==> src/rtl/pcs_receive_pkg.sv <==
// Shared constants and types for the 1000BASE-X PCS receive path:
// special code-group encodings (both running-disparity columns), their
// decoded octets, the receive state set and the pipeline stage record.
package pcs_receive_pkg;

    // Special code-groups, {a,b,c,d,e,i,f,g,h,j} with a at bit 9
    localparam logic [9:0] K28_5_N = 10'b0011111010;
    localparam logic [9:0] K28_5_P = 10'b1100000101;
    localparam logic [9:0] K27_7_N = 10'b1101101000;
    localparam logic [9:0] K27_7_P = 10'b0010010111;
    localparam logic [9:0] K29_7_N = 10'b1011101000;
    localparam logic [9:0] K29_7_P = 10'b0100010111;
    localparam logic [9:0] K23_7_N = 10'b1110101000;
    localparam logic [9:0] K23_7_P = 10'b0001010111;

    // Decoded octet values of the recognised K groups
    localparam logic [7:0] K28_5_OCTET = 8'hBC;  // comma
    localparam logic [7:0] K27_7_OCTET = 8'hFB;  // /S/
    localparam logic [7:0] K29_7_OCTET = 8'hFD;  // /T/
    localparam logic [7:0] K23_7_OCTET = 8'hF7;  // /R/

    typedef enum logic [2:0] {
        ST_LINK_FAILED,
        ST_WAIT_FOR_K,
        ST_RX_K,
        ST_IDLE_D,
        ST_RECEIVE,
        ST_TRR
    } rx_state_e;

    typedef struct packed {
        logic [7:0] octet;
        logic       is_k;
        logic       valid;
        logic       rx_even;
    } stage_t;

    // True when the stage holds the given special code-group
    function automatic logic is_k_group(stage_t s, logic [7:0] code);
        return s.valid && s.is_k && (s.octet == code);
    endfunction

    // True for data code-groups only
    function automatic logic is_data(stage_t s);
        return s.valid && !s.is_k;
    endfunction

endpackage

==> src/rtl/pcs_receive_code_group_decoder.sv <==
// Combinational 10b -> 8b code-group decoder. Both running-disparity
// columns are accepted and disparity is not checked. The four special
// groups are matched first, so K27.7/K29.7/K23.7 never alias onto the
// lenient D.x.A7 decode.
module pcs_receive_code_group_decoder
    import pcs_receive_pkg::*;
(
    input  logic [9:0] code_group,
    output logic [7:0] octet,
    output logic       is_k,
    output logic       valid
);

    logic [5:0] six_b;
    logic [3:0] four_b;
    logic [4:0] edcba;
    logic [2:0] hgf;
    logic       six_ok;
    logic       four_ok;

    assign six_b  = code_group[9:4];
    assign four_b = code_group[3:0];

    // 6b -> 5b lookup over both disparity columns
    always_comb begin
        edcba  = '0;
        six_ok = 1'b1;
        case (six_b)
            6'b100111, 6'b011000: edcba = 5'd0;
            6'b011101, 6'b100010: edcba = 5'd1;
            6'b101101, 6'b010010: edcba = 5'd2;
            6'b110001:            edcba = 5'd3;
            6'b110101, 6'b001010: edcba = 5'd4;
            6'b101001:            edcba = 5'd5;
            6'b011001:            edcba = 5'd6;
            6'b111000, 6'b000111: edcba = 5'd7;
            6'b111001, 6'b000110: edcba = 5'd8;
            6'b100101:            edcba = 5'd9;
            6'b010101:            edcba = 5'd10;
            6'b110100:            edcba = 5'd11;
            6'b001101:            edcba = 5'd12;
            6'b101100:            edcba = 5'd13;
            6'b011100:            edcba = 5'd14;
            6'b010111, 6'b101000: edcba = 5'd15;
            6'b011011, 6'b100100: edcba = 5'd16;
            6'b100011:            edcba = 5'd17;
            6'b010011:            edcba = 5'd18;
            6'b110010:            edcba = 5'd19;
            6'b001011:            edcba = 5'd20;
            6'b101010:            edcba = 5'd21;
            6'b011010:            edcba = 5'd22;
            6'b111010, 6'b000101: edcba = 5'd23;
            6'b110011, 6'b001100: edcba = 5'd24;
            6'b100110:            edcba = 5'd25;
            6'b010110:            edcba = 5'd26;
            6'b110110, 6'b001001: edcba = 5'd27;
            6'b001110:            edcba = 5'd28;
            6'b101110, 6'b010001: edcba = 5'd29;
            6'b011110, 6'b100001: edcba = 5'd30;
            6'b101011, 6'b010100: edcba = 5'd31;
            default:              six_ok = 1'b0;
        endcase
    end

    // 4b -> 3b lookup; x.7 accepts both primary and alternate forms
    always_comb begin
        hgf     = '0;
        four_ok = 1'b1;
        case (four_b)
            4'b1011, 4'b0100:                   hgf = 3'd0;
            4'b1001:                            hgf = 3'd1;
            4'b0101:                            hgf = 3'd2;
            4'b1100, 4'b0011:                   hgf = 3'd3;
            4'b1101, 4'b0010:                   hgf = 3'd4;
            4'b1010:                            hgf = 3'd5;
            4'b0110:                            hgf = 3'd6;
            4'b1110, 4'b0001, 4'b0111, 4'b1000: hgf = 3'd7;
            default:                            four_ok = 1'b0;
        endcase
    end

    // Special groups override the data decode
    always_comb begin
        is_k  = 1'b1;
        octet = {hgf, edcba};
        case (code_group)
            K28_5_N, K28_5_P: octet = K28_5_OCTET;
            K27_7_N, K27_7_P: octet = K27_7_OCTET;
            K29_7_N, K29_7_P: octet = K29_7_OCTET;
            K23_7_N, K23_7_P: octet = K23_7_OCTET;
            default:          is_k  = 1'b0;
        endcase
        valid = is_k || (six_ok && four_ok);
    end

endmodule

==> src/rtl/pcs_receive.sv <==
// 1000BASE-X PCS receive: decodes SUDI code-groups through a two-stage
// pipeline and drives GMII RXD/RX_DV/RX_ER plus the receiving indication.
// The state machine acts on stage 1 with stage 0 as a one-group lookahead
// (needed to qualify /T/ by a following /R/); all outputs are registered,
// giving two cycles from a SUDI sample to RXD.
module pcs_receive
    import pcs_receive_pkg::*;
#(
    parameter logic [7:0] SOP_RXD = 8'h55,
    parameter logic [7:0] ERR_RXD = 8'h00
) (
    input  logic        Clk,
    input  logic        mr_main_reset,
    input  logic        code_sync_status,
    input  logic [10:0] SUDI,
    output logic [7:0]  RXD,
    output logic        RX_DV,
    output logic        RX_ER,
    output logic        receiving
);

    logic [7:0] dec_octet;
    logic       dec_is_k;
    logic       dec_valid;

    pcs_receive_code_group_decoder u_decoder (
        .code_group (SUDI[9:0]),
        .octet      (dec_octet),
        .is_k       (dec_is_k),
        .valid      (dec_valid)
    );

    rx_state_e  state_q, state_d;
    stage_t     stg0_q, stg0_d;
    stage_t     stg1_q, stg1_d;
    logic [7:0] rxd_q, rxd_d;
    logic       rx_dv_q, rx_dv_d;
    logic       rx_er_q, rx_er_d;
    logic       receiving_q, receiving_d;

    logic       comma_even;
    logic       sop;
    logic       eop_qualified;

    assign comma_even    = is_k_group(stg1_q, K28_5_OCTET) && stg1_q.rx_even;
    assign sop           = is_k_group(stg1_q, K27_7_OCTET);
    assign eop_qualified = is_k_group(stg1_q, K29_7_OCTET) && is_k_group(stg0_q, K23_7_OCTET);

    // Next-state, pipeline advance and next output values
    always_comb begin
        stg0_d      = '{octet: dec_octet, is_k: dec_is_k, valid: dec_valid, rx_even: SUDI[10]};
        stg1_d      = stg0_q;
        state_d     = state_q;
        rxd_d       = '0;
        rx_dv_d     = 1'b0;
        rx_er_d     = 1'b0;
        receiving_d = 1'b0;

        if (!code_sync_status) begin
            // Loss of sync beats any in-state decision; a frame in flight
            // is closed with a single RX_ER cycle.
            state_d = ST_LINK_FAILED;
            rx_er_d = rx_dv_q;
        end else begin
            case (state_q)
                ST_LINK_FAILED: state_d = ST_WAIT_FOR_K;

                ST_WAIT_FOR_K: begin
                    if (comma_even) state_d = ST_RX_K;
                end

                ST_RX_K: state_d = is_data(stg1_q) ? ST_IDLE_D : ST_WAIT_FOR_K;

                ST_IDLE_D: begin
                    if (comma_even) begin
                        state_d = ST_RX_K;
                    end else if (sop) begin
                        state_d     = ST_RECEIVE;
                        rxd_d       = SOP_RXD;
                        rx_dv_d     = 1'b1;
                        receiving_d = 1'b1;
                    end else begin
                        state_d = ST_WAIT_FOR_K;
                    end
                end

                ST_RECEIVE: begin
                    // receiving stays high through the /T/ or early-end cycle
                    receiving_d = 1'b1;
                    if (is_data(stg1_q)) begin
                        rxd_d   = stg1_q.octet;
                        rx_dv_d = 1'b1;
                    end else if (eop_qualified) begin
                        state_d = ST_TRR;
                    end else if (comma_even) begin
                        state_d = ST_RX_K;
                        rx_er_d = 1'b1;
                    end else begin
                        // Invalid group, stray K, or /T/ not followed by /R/
                        rxd_d   = ERR_RXD;
                        rx_dv_d = 1'b1;
                        rx_er_d = 1'b1;
                    end
                end

                ST_TRR: begin
                    if (comma_even) begin
                        state_d = ST_RX_K;
                    end else if (!stg1_q.valid) begin
                        state_d = ST_WAIT_FOR_K;
                    end
                end

                default: state_d = ST_LINK_FAILED;
            endcase
        end
    end

    // State, pipeline and output registers with asynchronous clear
    always_ff @(posedge Clk or negedge mr_main_reset) begin
        if (!mr_main_reset) begin
            state_q     <= ST_LINK_FAILED;
            stg0_q      <= '0;
            stg1_q      <= '0;
            rxd_q       <= '0;
            rx_dv_q     <= 1'b0;
            rx_er_q     <= 1'b0;
            receiving_q <= 1'b0;
        end else begin
            state_q     <= state_d;
            stg0_q      <= stg0_d;
            stg1_q      <= stg1_d;
            rxd_q       <= rxd_d;
            rx_dv_q     <= rx_dv_d;
            rx_er_q     <= rx_er_d;
            receiving_q <= receiving_d;
        end
    end

    assign RXD       = rxd_q;
    assign RX_DV     = rx_dv_q;
    assign RX_ER     = rx_er_q;
    assign receiving = receiving_q;

endmodule

==> config.mk <==
export PLATFORM = sky130hd
export DESIGN_NAME = pcs_receive
export DESIGN_NICKNAME = d
export VERILOG_FILES = /design/src/rtl/pcs_receive_pkg.sv /design/src/rtl/pcs_receive_code_group_decoder.sv /design/src/rtl/pcs_receive.sv
export SDC_FILE = /design/constraint.sdc
export NUM_CORES = 1
export LEC_CHECK = 0
export CAP_MARGIN = 10
export CORE_UTILIZATION = 45
export CTS_CLUSTER_SIZE = 24
export DETAILED_ROUTE_END_ITERATION = 10
export PLACE_DENSITY = 0.66
export SETUP_SLACK_MARGIN = 0.02
export SYNTH_ARGS = -nofsm -noshare
export SYNTH_HDL_FRONTEND = slang
export SYNTH_SLANG_ARGS = --single-unit
==> constraint.sdc <==
create_clock -name Clk -period 1.6 [get_ports Clk]
set_input_delay 0.32 -clock Clk [delete_from_list [all_inputs] [get_ports Clk]]
set_output_delay 0.32 -clock Clk [all_outputs]
set_load 0.01 [all_outputs]
Figure 1. Sizing map (run 1).
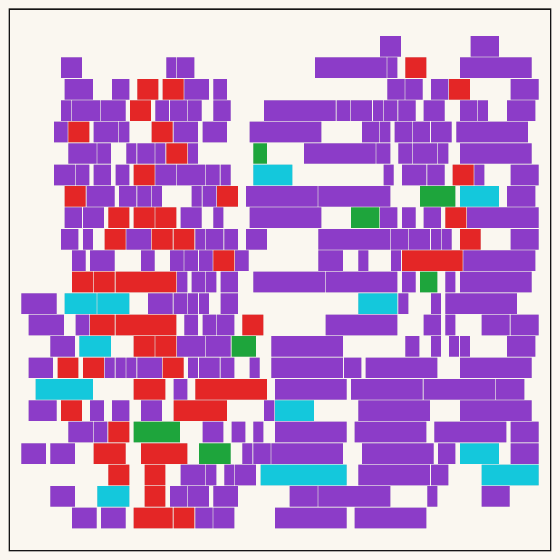
legend:
  cyan:
    size: _6 and larger
    cells: 12
  red:
    size: _3 and _4 cells
    cells: 45
  purple:
    size: _0 and _1 cells
    cells: 211
  green:
    size: _2 cells
    cells: 7
Area Growth Syn to Fin: 38.5%
Final Worst Setup Slack: 58.6 ps

Figure 2. Placement view (run 1).
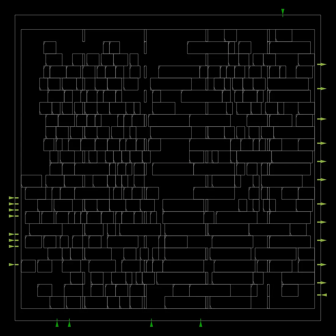
well tap count: 50
Util after Layout: 0.670
flip-flops: 36
fin cells: 325
Seq/total area: 0.327

Figure 3. Routed metal, one color a layer (run 1).
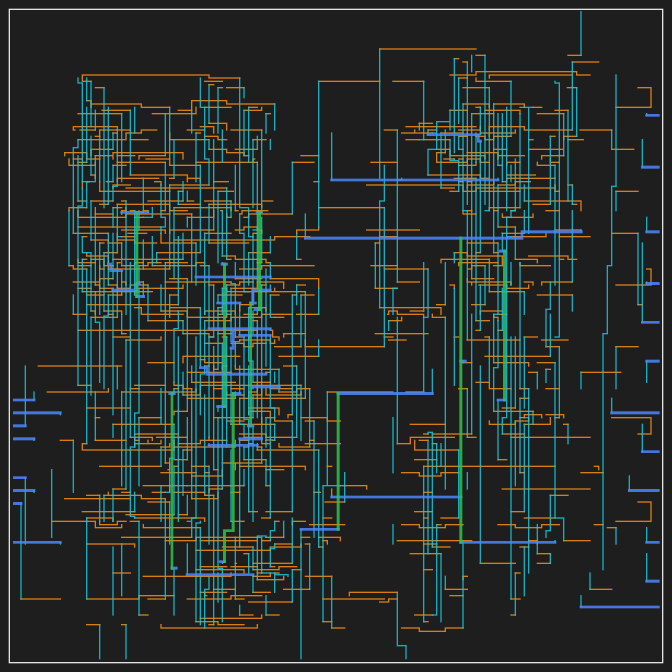
legend:
  orange:
    layer: metal 1
    wire_length: 1800 microns
  green:
    layer: metal 4
    wire_length: 146 microns
  blue:
    layer: metal 3
    wire_length: 201 microns
  cyan:
    layer: metal 2
    wire_length: 2440 microns

==> qor.txt, run 1 <==
Final setup viols: 0
Total internal power: 1.61 mW
Sequential fraction of the synthesis area: 0.452
Cell Area, Placed: 2550 sq um
Worst Max-Slew Pin Slew: 398 ps
Final Hold Viols: 0
Gate Area: 1070 sq um
Worst skew pair latency: 290 ps
R2R Setup Slk: 150 ps
Max frequency: 649 MHz
Yosys Chip Area: 1990 sq um
Synth warnings: 0
Unrepaired setup endpoints after global routing: true
Setup CP Type: input port to flop
Port Buf Inserts: 24
Tool warnings: 28
Post-synth EDFFs: 0
Place WS: -571 ps
Antenna Cells: 0
IO Count: 25
TritonCTS clock tree: built
Syn_nets: 235
Clock sink count: 36
Clk root buf: clkbuf_8
Skew final: 4.36 ps
R2r endpoint: state_q[1]
Synth logic family: simple AND/OR/NAND/NOR gates
Slowest-stage cell, CP: or4_4
Storage cell area: 901 sq um
CP required: 1820 ps
Via density: 5.77
Crit path capture: stg0_q[10]
Hold EP: stg1_q[0]
Cell Area, Synth: 1990 sq um
Fin crit share: 0.963
Max IR drop VDD: 0.498 mV
Critical R2R Launch: stg0_q[6]
Max-cap violations: 0
DIE HEIGHT: 68.5 microns
Post_cts resized: 16
Largest class: logic gates
Top cells by area: dfrtp_1 (45%), nand2_1 (5.5%), o21ai_0 (3.5%), clkbuf_1 (2.8%), nand4_1 (2.5%)
Sequential share of power: 0.470
WL final: 4580 microns
Post-CTS setup buffers: 2
Buffering overhead: 0.209
Routed wire length per instance: 14.1 microns
Leakage Power: 1.24 nW
Grt ovf: 0
Die width: 68.5 microns
Hold_sp: stg0_q[0]
DP Wirelength: 3400 microns
CP endpoint kind: flop
Crit path buf inv count: 1
CTS Buf Count: 5
XOR Share, Synth: 0.0176
Final hold slack: 347 ps
Core area: 4120 sq um
Initial antenna violation count: 0
Pre-Repair DR Iteration Count: 4
Setup TNS: 0 ps
Fillcell total: 333
Commonest flop: dfrtp_1
Cell row count: 23
Nets: 288
Crit path cell chain: dlygate4sd2_1, or3b_4, or4_4, o21ai_4, nor4bb_4, nand4_1
Critical Path Stages: 6
WHS Path Cells: 0
NetSw: 537 uW
Mux frac, synth: 0.0157
Unique cell types: 52
Rel. slew slack: 0.731
First-pass GRT wire length: 7710 microns
Layout clock buffers: 5
Status: finished clean
Highest-count logic cell in the final layout: dfrtp_1
Synth Register Bits: 36
DRC: 0
Dpl cells: 315
Maximum fanout along the worst path: 5
Chip area: 4700 sq um
Synth Instances: 221
DR iter-0 viols: 129
Commonest cells post-synth: dfrtp_1 (36), nand2_1 (29), clkbuf_1 (15)
Startpoint types: input port
Top delay family on crit path: simple AND/OR/NAND/NOR gates
Share of layout cells above drive strength 1: 0.233
Comb/total area: 0.389
Initial Utilization: 0.484
Total Routing Usage GR: 0.223
Most frequent cells in the layout: dfrtp_1 (36), buf_4 (34), nand2_1 (29)
Design Area, Final: 2760 sq um
Biggest cell delay along the critical path: 450 ps
Yosys Instances: 221
Antenna Violating Nets Remaining: 0
H-tree depth: 2
Gp weighted congestion: 0.892
Post-cts hold-fix buffer tally: 0
Compound-Gate Fraction of Synth Area: 0.198
Via count of the routed design: 1875
Async SR Flop Fraction: 1.00
Synthesized-area fraction occupied by adder cells: 0
Clk buf depth: 2
Final period demand of the worst path: 1540 ps
Clock transition at path regs: 70 ps
Largest net degree at the start of global routing: 37
Top-area cell type share of the netlist area: 0.452
Clock network area share: 0.0404
Inverters: 9
Vias in the first global route: 1831
Crit path arrival time: 1760 ps
Pwr Total: 2.14 mW
Mean Syn Cell Area: 9.01 sq um
Hold WC Path Type: flop to flop
Simple-Gate Area Share: 0.264
Top-count cell post-synth: dfrtp_1
Fin. max-slew vios: 0
Dominant cell type by area after synthesis: dfrtp_1
Switching share of power: 0.251
Clk pwr share: 0.357
Nonclk buf count: 64
PwrDens: 777 nW/um^2
Reg2Reg Depth: 5
Worst Setup SP: SUDI[0]
Combinational Gates: 158
Comb power frac: 0.173
==> run 1: power by group through the flow <==
| stage | combinational, mW | clock [mW] | sequential (mW) |
|---|---|---|---|
| after floorplan | 0.191 | 0 | 1.01 |
| after global placement | 0.339 | 0 | 1.02 |
| after detailed placement | 0.350 | 0 | 1.02 |
| after CTS | 0.356 | 0.788 | 1.01 |
| after global routing | 0.406 | 0.823 | 1.01 |
| final | 0.371 | 0.765 | 1.01 |
==> run 1: routing by layer <==
layer / vias up / share of wire / wire length (microns) / track usage
met3: 20 / 0.044 / 200 / 0.0510
met4: 0 / 0.032 / 145 / 0.117
li1: 906 / - / - / -
met5: - / 0 / 0 / 0
met1: 879 / 0.39 / 1800 / 0.226
met2: 70 / 0.53 / 2440 / 0.419
==> run 2: changes to the inputs <==
--- a/config.mk
+++ b/config.mk
@@ -6,6 +6,7 @@
 export NUM_CORES = 1
 export LEC_CHECK = 0
 export CAP_MARGIN = 10
+export CORE_ASPECT_RATIO = 0.6
 export CORE_UTILIZATION = 45
 export CTS_CLUSTER_SIZE = 24
 export DETAILED_ROUTE_END_ITERATION = 10
==> qor.txt, run 2 <==
Commonest cells post-synth: dfrtp_1 (36), nand2_1 (29), clkbuf_1 (15)
Clock network power: 690 uW
Synth Instances: 221
R2R Setup Slk: 90 ps
Crit path cell chain: clkdlybuf4s15_1, or2_4, or4_4, o21ai_4, nor4bb_4, buf_4, nand4_1
Seq power: 1.01 mW
Post-synth EDFFs: 0
Pwr Total: 2.07 mW
Initial Utilization: 0.478
Wl on met1: 2520 microns
IO Count: 25
Post-CTS setup buffers: 1
Dpl cells: 330
Via count of the routed design: 1870
Via density: 5.47
P_comb: 373 uW
Skew final: 3.35 ps
Max-cap violations: 0
PwrDens: 749 nW/um^2
Antenna Cells: 0
Final Hold Viols: 0
Place WS: -581 ps
Commonest flop: dfrtp_1
Max IR drop VDD: 0.420 mV
Top power group: registers
Startpoint types: input port
GR Util met3: 0.0629
Post_cts resized: 19
R2r endpoint: state_q[2]
Final setup viols: 0
Tool warnings: 27
Grt ovf: 0
Status: finished clean
CTS Buf Count: 5
Final hold slack: 349 ps
Final period demand of the worst path: 1530 ps
Pre-Repair DR Iteration Count: 4
Crit path buf inv count: 2
Reg2Reg Depth: 5
Yosys Instances: 221
WHS Path Cells: 0
Switching share of power: 0.261
Hold WC Path Type: flop to flop
Gate Area: 1060 sq um
Worst skew pair latency: 290 ps
Top Layer Used: met4
Total internal power: 1.53 mW
DIE HEIGHT: 53.5 microns
Worst Setup SP: SUDI[8]
NetSw: 541 uW
Fillcell total: 359
H-tree depth: 2
WL final: 5050 microns
Nets: 296
Top cells by area: dfrtp_1 (45%), nand2_1 (5.5%), o21ai_0 (3.5%), clkbuf_1 (2.8%), nand4_1 (2.5%)
Chip area: 4710 sq um
Unrepaired setup endpoints after global routing: false
Top-count cell post-synth: dfrtp_1
Yosys Chip Area: 1990 sq um
Routed wire length per instance: 14.8 microns
Crit path capture: stg0_q[10]
Most frequent cells in the layout: buf_4 (45), dfrtp_1 (36), nand2_1 (28)
Clk root buf: clkbuf_8
Antenna Violating Nets Remaining: 0
First-pass GRT wire length: 7970 microns
Setup TNS: 0 ps
Clock transition at path regs: 70 ps
DP Wirelength: 3540 microns
Cell Area, Placed: 2600 sq um
WL met2: 2170 microns
Total Routing Usage GR: 0.235
Synth Register Bits: 36
Leakage Power: 1.24 nW
Unique cell types: 52
CP required: 1830 ps
Clk pwr share: 0.333
Async SR Flop Fraction: 1.00
run 2: kinds of logic (layout without fill, tap and decap cells):
logic type	after synthesis	in the layout	synth area share
AOI/OAI and AO/OA	58	58	0.199
xor gates and xnor gates	4	4	0.0176
buffers and inverters	27	88	0.0515
DFF	36	36	0.452
muxes	3	3	0.0157
and+or+nand+nor	93	93	0.264
run 2: cell type report:
cell class / count / area share
Multi-Input combinational cell: 158 / 0.383
Tap cell: 60 / 0.0271
Inverter: 9 / 0.0122
Timing Repair Buffer: 72 / 0.217
Clock buffer: 7 / 0.0348
Sequential cell: 36 / 0.326
Figure 4. Sizing map (run 2).
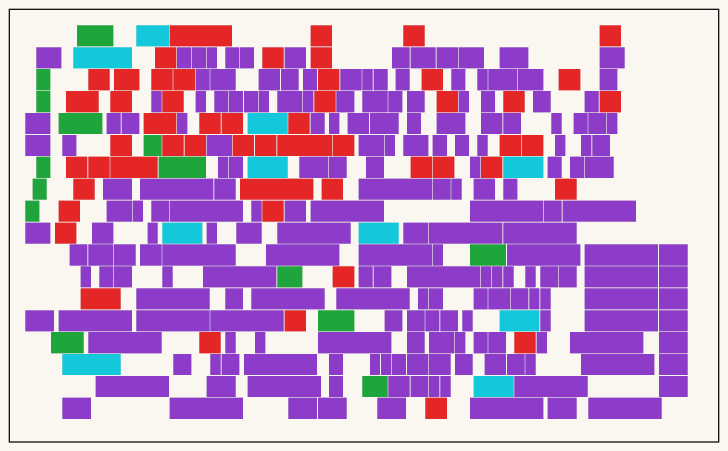
legend:
  green:
    size: _2 cells
    cells: 14
  purple:
    size: _0 and _1 cells
    cells: 205
  red:
    size: _3 and _4 cells
    cells: 53
  cyan:
    size: _6 and larger
    cells: 10
Area Growth Syn to Fin: 38.8%
nonclk buf count: 72
Design Area, Final: 2770 sq um

Figure 5. Cell classes on the final placement (run 2).
Fill, decap, tap and diode cells in gray.
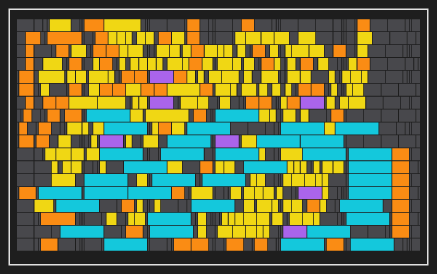
legend:
  yellow:
    class: combinational and other logic
    cells: 167
  cyan:
    class: flops
    cells: 36
  purple:
    class: clock drivers and dummy loads
    cells: 7
  orange:
    class: other buffers and delay cells
    cells: 72
core area: 4170 sq um
cell row count: 18
Util after Layout: 0.664
Seq/total area: 0.326

No activity file was given, so power comes from the tool's default toggle rates.
